Figure 1. The metal 1 layer.
Bar = 50 um.
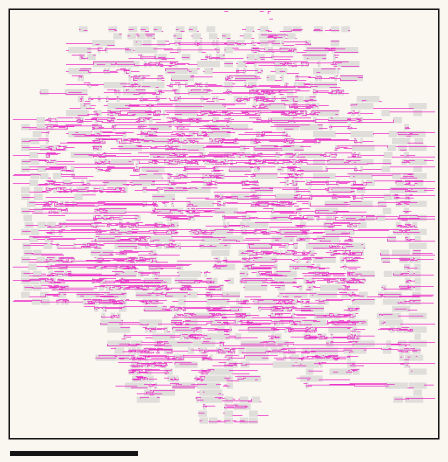
Figure 2. Signal wires on met2.
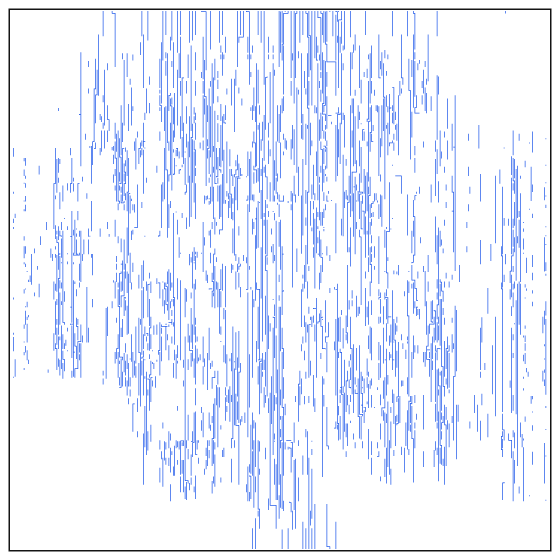
`config.mk`:
```
export PLATFORM = sky130hd
export DESIGN_NAME = sd_read_arbiter
export DESIGN_NICKNAME = d
export VERILOG_FILES = /design/src/rtl/sd_arb_pkg.sv /design/src/rtl/sd_busy_edge.sv /design/src/rtl/sd_read_arbiter.sv
export SDC_FILE = /design/constraint.sdc
export NUM_CORES = 1
export LEC_CHECK = 0
export CELL_PAD_IN_SITES_DETAIL_PLACEMENT = 0
export CELL_PAD_IN_SITES_GLOBAL_PLACEMENT = 1
export CORE_MARGIN = 4
export CORE_UTILIZATION = 30
export DETAILED_ROUTE_END_ITERATION = 16
export PLACE_DENSITY = 0.7
export SYNTH_ARGS = -nofsm -noshare
export SYNTH_HDL_FRONTEND = slang
export SYNTH_SLANG_ARGS = --single-unit
```
`constraint.sdc`:
```
create_clock -name clk -period 2.5 [get_ports clk]
set_input_delay 0.5 -clock clk [delete_from_list [all_inputs] [get_ports clk]]
set_output_delay 0.5 -clock clk [all_outputs]
set_load 0.05 [all_outputs]
```
`src/rtl/sd_arb_pkg.sv`:
```
// Shared constants and state encoding for the SD sector-read arbiter.
package sd_arb_pkg;

   localparam int unsigned SEC_ADDR_W = 32;
   localparam int unsigned SEC_NUM_W  = 16;
   localparam int unsigned DATA_W     = 16;

   // 100 ms at 50 MHz
   localparam logic [25:0] DEF_START_TIMEOUT = 26'd5_000_000;

   typedef logic [2:0] state_t;

   localparam state_t StIdle     = 3'd0;
   localparam state_t StStart    = 3'd1;
   localparam state_t StWaitBusy = 3'd2;
   localparam state_t StWaitDone = 3'd3;
   localparam state_t StFinish   = 3'd4;

endpackage

```
`src/rtl/sd_busy_edge.sv`:
```
// Two-flop delay of the SD controller busy flag with rise/fall strobes.
module sd_busy_edge (
   input  logic clk,
   input  logic rst_n,
   input  logic busy,
   output logic rise,
   output logic fall
);

   logic d0_q, d1_q;

   // Delay line; edges are judged between the two stages.
   always_ff @(posedge clk or negedge rst_n) begin
      if (!rst_n) begin
         d0_q <= 1'b0;
         d1_q <= 1'b0;
      end else begin
         d0_q <= busy;
         d1_q <= d0_q;
      end
   end

   assign rise = d0_q & ~d1_q;
   assign fall = d1_q & ~d0_q;

endmodule

```
`src/rtl/sd_read_arbiter.sv`:
```
// Round-robin arbiter sharing one SD sector-read engine between two burst requesters.
module sd_read_arbiter
   import sd_arb_pkg::*;
#(
   parameter logic [25:0] START_TIMEOUT = DEF_START_TIMEOUT,
   parameter int unsigned MAX_RETRY     = 3
) (
   input  logic                  clk,
   input  logic                  rst_n,
   input  logic                  req0,
   input  logic [SEC_ADDR_W-1:0] req0_addr,
   input  logic [SEC_NUM_W-1:0]  req0_num,
   input  logic                  req1,
   input  logic [SEC_ADDR_W-1:0] req1_addr,
   input  logic [SEC_NUM_W-1:0]  req1_num,
   output logic                  gnt0,
   output logic                  gnt1,
   output logic                  done0,
   output logic                  done1,
   output logic                  err0,
   output logic                  err1,
   output logic                  val_en0,
   output logic                  val_en1,
   output logic [DATA_W-1:0]     val_data0,
   output logic [DATA_W-1:0]     val_data1,
   input  logic                  rd_busy,
   input  logic                  sd_rd_val_en,
   input  logic [DATA_W-1:0]     sd_rd_val_data,
   output logic                  rd_start_en,
   output logic [SEC_ADDR_W-1:0] rd_sec_addr
);

   localparam logic [7:0] RETRY_LAST = 8'(MAX_RETRY - 1);

   state_t                state_q, state_d;
   logic                  last_q, last_d;
   logic                  port_q, port_d;
   logic [SEC_ADDR_W-1:0] cur_addr_q, cur_addr_d;
   logic [SEC_NUM_W-1:0]  remain_q, remain_d;
   logic [7:0]            retry_q, retry_d;
   logic [25:0]           tmr_q, tmr_d;
   logic                  tmo_q, tmo_d;
   logic                  abort_q, abort_d;
   logic                  start_q, start_d;
   logic [SEC_ADDR_W-1:0] sec_addr_q, sec_addr_d;
   logic                  gnt0_q, gnt0_d, gnt1_q, gnt1_d;
   logic                  done0_q, done0_d, done1_q, done1_d;
   logic                  err0_q, err0_d, err1_q, err1_d;
   logic                  busy_rise, busy_fall;
   logic                  pick;

   sd_busy_edge u_busy_edge (
      .clk   (clk),
      .rst_n (rst_n),
      .busy  (rd_busy),
      .rise  (busy_rise),
      .fall  (busy_fall)
   );

   // Port 1 wins only when it is alone or port 0 was served last.
   assign pick = req1 & (~req0 | ~last_q);

   // Next-state and registered-output logic of the burst sequencer.
   always_comb begin
      state_d    = state_q;
      last_d     = last_q;
      port_d     = port_q;
      cur_addr_d = cur_addr_q;
      remain_d   = remain_q;
      retry_d    = retry_q;
      tmr_d      = tmr_q;
      abort_d    = abort_q;
      sec_addr_d = sec_addr_q;
      gnt0_d     = gnt0_q;
      gnt1_d     = gnt1_q;
      start_d    = 1'b0;
      // Expiry is registered, so a timeout acts one cycle after the count hits its limit.
      tmo_d      = (state_q == StWaitBusy) && (tmr_q == START_TIMEOUT - 26'd1);
      case (state_q)
         StIdle: begin
            if (req0 || req1) begin
               port_d     = pick;
               cur_addr_d = pick ? req1_addr : req0_addr;
               remain_d   = pick ? req1_num : req0_num;
               gnt0_d     = ~pick;
               gnt1_d     = pick;
               retry_d    = 8'd0;
               abort_d    = 1'b0;
               state_d    = (remain_d == '0) ? StFinish : StStart;
            end
         end
         StStart: begin
            start_d    = 1'b1;
            sec_addr_d = cur_addr_q;
            tmr_d      = 26'd0;
            state_d    = StWaitBusy;
         end
         StWaitBusy: begin
            if (busy_rise) begin
               state_d = StWaitDone;
            end else if (tmo_q) begin
               if (retry_q == RETRY_LAST) begin
                  abort_d = 1'b1;
                  state_d = StFinish;
               end else begin
                  retry_d = retry_q + 8'd1;
                  state_d = StStart;
               end
            end else begin
               tmr_d = tmr_q + 26'd1;
            end
         end
         StWaitDone: begin
            if (busy_fall) begin
               cur_addr_d = cur_addr_q + 32'd1;
               remain_d   = remain_q - 16'd1;
               state_d    = (remain_q == 16'd1) ? StFinish : StStart;
            end
         end
         StFinish: begin
            gnt0_d  = 1'b0;
            gnt1_d  = 1'b0;
            last_d  = port_q;
            state_d = StIdle;
         end
         default: state_d = StIdle;
      endcase
      // FINISH lasts exactly one cycle, so done/err pulse on entry only.
      done0_d = (state_d == StFinish) & ~port_d;
      done1_d = (state_d == StFinish) & port_d;
      err0_d  = done0_d & abort_d;
      err1_d  = done1_d & abort_d;
   end

   // State register; everything clears on reset except last, which favours port 0.
   always_ff @(posedge clk or negedge rst_n) begin
      if (!rst_n) begin
         state_q    <= StIdle;
         last_q     <= 1'b1;
         port_q     <= 1'b0;
         cur_addr_q <= '0;
         remain_q   <= '0;
         retry_q    <= '0;
         tmr_q      <= '0;
         tmo_q      <= 1'b0;
         abort_q    <= 1'b0;
         start_q    <= 1'b0;
         sec_addr_q <= '0;
         gnt0_q     <= 1'b0;
         gnt1_q     <= 1'b0;
         done0_q    <= 1'b0;
         done1_q    <= 1'b0;
         err0_q     <= 1'b0;
         err1_q     <= 1'b0;
      end else begin
         state_q    <= state_d;
         last_q     <= last_d;
         port_q     <= port_d;
         cur_addr_q <= cur_addr_d;
         remain_q   <= remain_d;
         retry_q    <= retry_d;
         tmr_q      <= tmr_d;
         tmo_q      <= tmo_d;
         abort_q    <= abort_d;
         start_q    <= start_d;
         sec_addr_q <= sec_addr_d;
         gnt0_q     <= gnt0_d;
         gnt1_q     <= gnt1_d;
         done0_q    <= done0_d;
         done1_q    <= done1_d;
         err0_q     <= err0_d;
         err1_q     <= err1_d;
      end
   end

   assign gnt0        = gnt0_q;
   assign gnt1        = gnt1_q;
   assign done0       = done0_q;
   assign done1       = done1_q;
   assign err0        = err0_q;
   assign err1        = err1_q;
   assign rd_start_en = start_q;
   assign rd_sec_addr = sec_addr_q;

   // Read data goes only to the granted port; stray beats while idle are dropped.
   assign val_en0   = sd_rd_val_en & gnt0_q;
   assign val_en1   = sd_rd_val_en & gnt1_q;
   assign val_data0 = gnt0_q ? sd_rd_val_data : '0;
   assign val_data1 = gnt1_q ? sd_rd_val_data : '0;

endmodule

```
==> flow_metrics.py <==
# Synthesis and PnR figures
metrics = {
    "grt": {
        "antenna_found_initial": 0,
        "grt_pass1_vias": 7259,
        "met3_usage_pct": 3.48,
    },
    "critical_path": {
        "startpoint": "state_q[1]$_DFF_PN0_",
        "crit_family": "simple AND/OR/NAND/NOR gates",
        "crit_type": "reg2reg",
        "crit_path_top_delay_cell": "dfrtp_1",
    },
    "logic_synthesis": {
        "fp_nets": 1049,
        "top_area_share_pct": 42.8,
        "yosys.area.top_type": "dfrtp_1",
        "synth_async_sr_flop_share_pct": 100,
        "synthCells": 925,
        "syn_area_per_cell_sq_um": 8.16,
        "ys.flops": 130,
    },
    "drt": {
        "final_antenna_net_count": 0,
        "routedLengthMet1_um": 12000,
        "drt_iter0_markers": 621,
    },
    "clocking": {
        "cts_buffers": 17,
        "cts_tree": "built",
        "cts_root_buffer": "clkbuf_16",
        "clockBufferDepth": 2,
    },
    "pwr": {
        "p_sw_mw": 5.33,
        "combPwrFrac_pct": 47.3,
        "maxPowerGroup": "combinational cells",
    },
    "sta": {
        "setup_viol": 0,
        "fin_ws_ns": 0.272,
        "max_slew_margin_pct": 63.2,
        "fin_crit_ns": 2.23,
        "rsz0062_at_grt": "false",
    },
    "outcome": {
        "outcome": "finished clean",
    },
    "floorplanning": {
        "rows": 57,
        "fp_util_pct": 30.8,
    },
    "layout": {
        "diodes": 0,
    },
    "placed_design": {
        "routabilityCongestion": 0.831,
    },
}
About Figure 1:
- share of all routed wire: 48%
- nets with wire on the layer: 1097
- longest straight run: 53.8 um
- wire length on this layer: 12000 um
DRT Wirelength: 24900 um
met1 Use GR: 25.2%
routed via count: 7614

About Figure 2:
- wire length on this layer: 11300 um
- main direction: vertical
- longest straight run: 56.4 um
M2 GR Usage: 27.2%

-- stage by stage --
step / area, sq um / total power, mW / hold slack [ns] / util, % / cells
after floorplan: 7550 / 7.07 / 0.204 / - / 925
after global routing: 10900 / 13.0 / 0.0399 / 44.5 / 1450
final: 10900 / 12.3 / 0.0156 / 44.5 / 1450
after CTS: 10900 / 12.4 / 0.0182 / 44.5 / 1450
after detailed placement: 10200 / 9.46 / 0.462 / 41.8 / 1418
after global placement: 10200 / 9.42 / 0.459 / 41.8 / 1418
-- cells by family after synthesis --
kind of cell,after synthesis,synth area share (%)
AND-OR/OR-AND,204,17.3
XOR/XNOR,16,1.86
adder cells (fa/ha/maj),6,0.995
multiplexers,14,1.89
buffers and inverters,79,4.21
AND/OR/NAND/NOR,476,30.6
flip-flops,130,43.1
-- final timing paths --
kind	to	cells after the start
hold reg to reg	rd_sec_addr[24]$_DFFE_PN0P_	2
setup reg to reg	err0$_DFF_PN0_	7
hold / removal	rd_start_en$_DFF_PN0_	1
min in group clk	rd_sec_addr[24]$_DFFE_PN0P_	2
setup / recovery	err0$_DFF_PN0_	7
max in group asynchronous	rd_sec_addr[3]$_DFFE_PN0P_	2
-- sequential cells by signal, indices dropped and copies added, names as in the netlist, 3 cells and up --
signal       cells
cur_addr_q      32
rd_sec_addr     32
tmr_q           26
remain_q        16
retry_q          8
state_q          3
-- cell type report --
| type | count | area (sq um) |
|---|---|---|
| Fill cell | 2459 | 13600 |
| Multi-Input combinational cell | 716 | 4020 |
| Sequential cell | 130 | 3250 |
| Timing Repair Buffer | 228 | 2490 |
| Clock buffer | 19 | 453 |
| Tap cell | 324 | 405 |
| Clock inverter | 13 | 230 |
| Inverter | 20 | 75.1 |
Power and IR drop assume default switching activity.
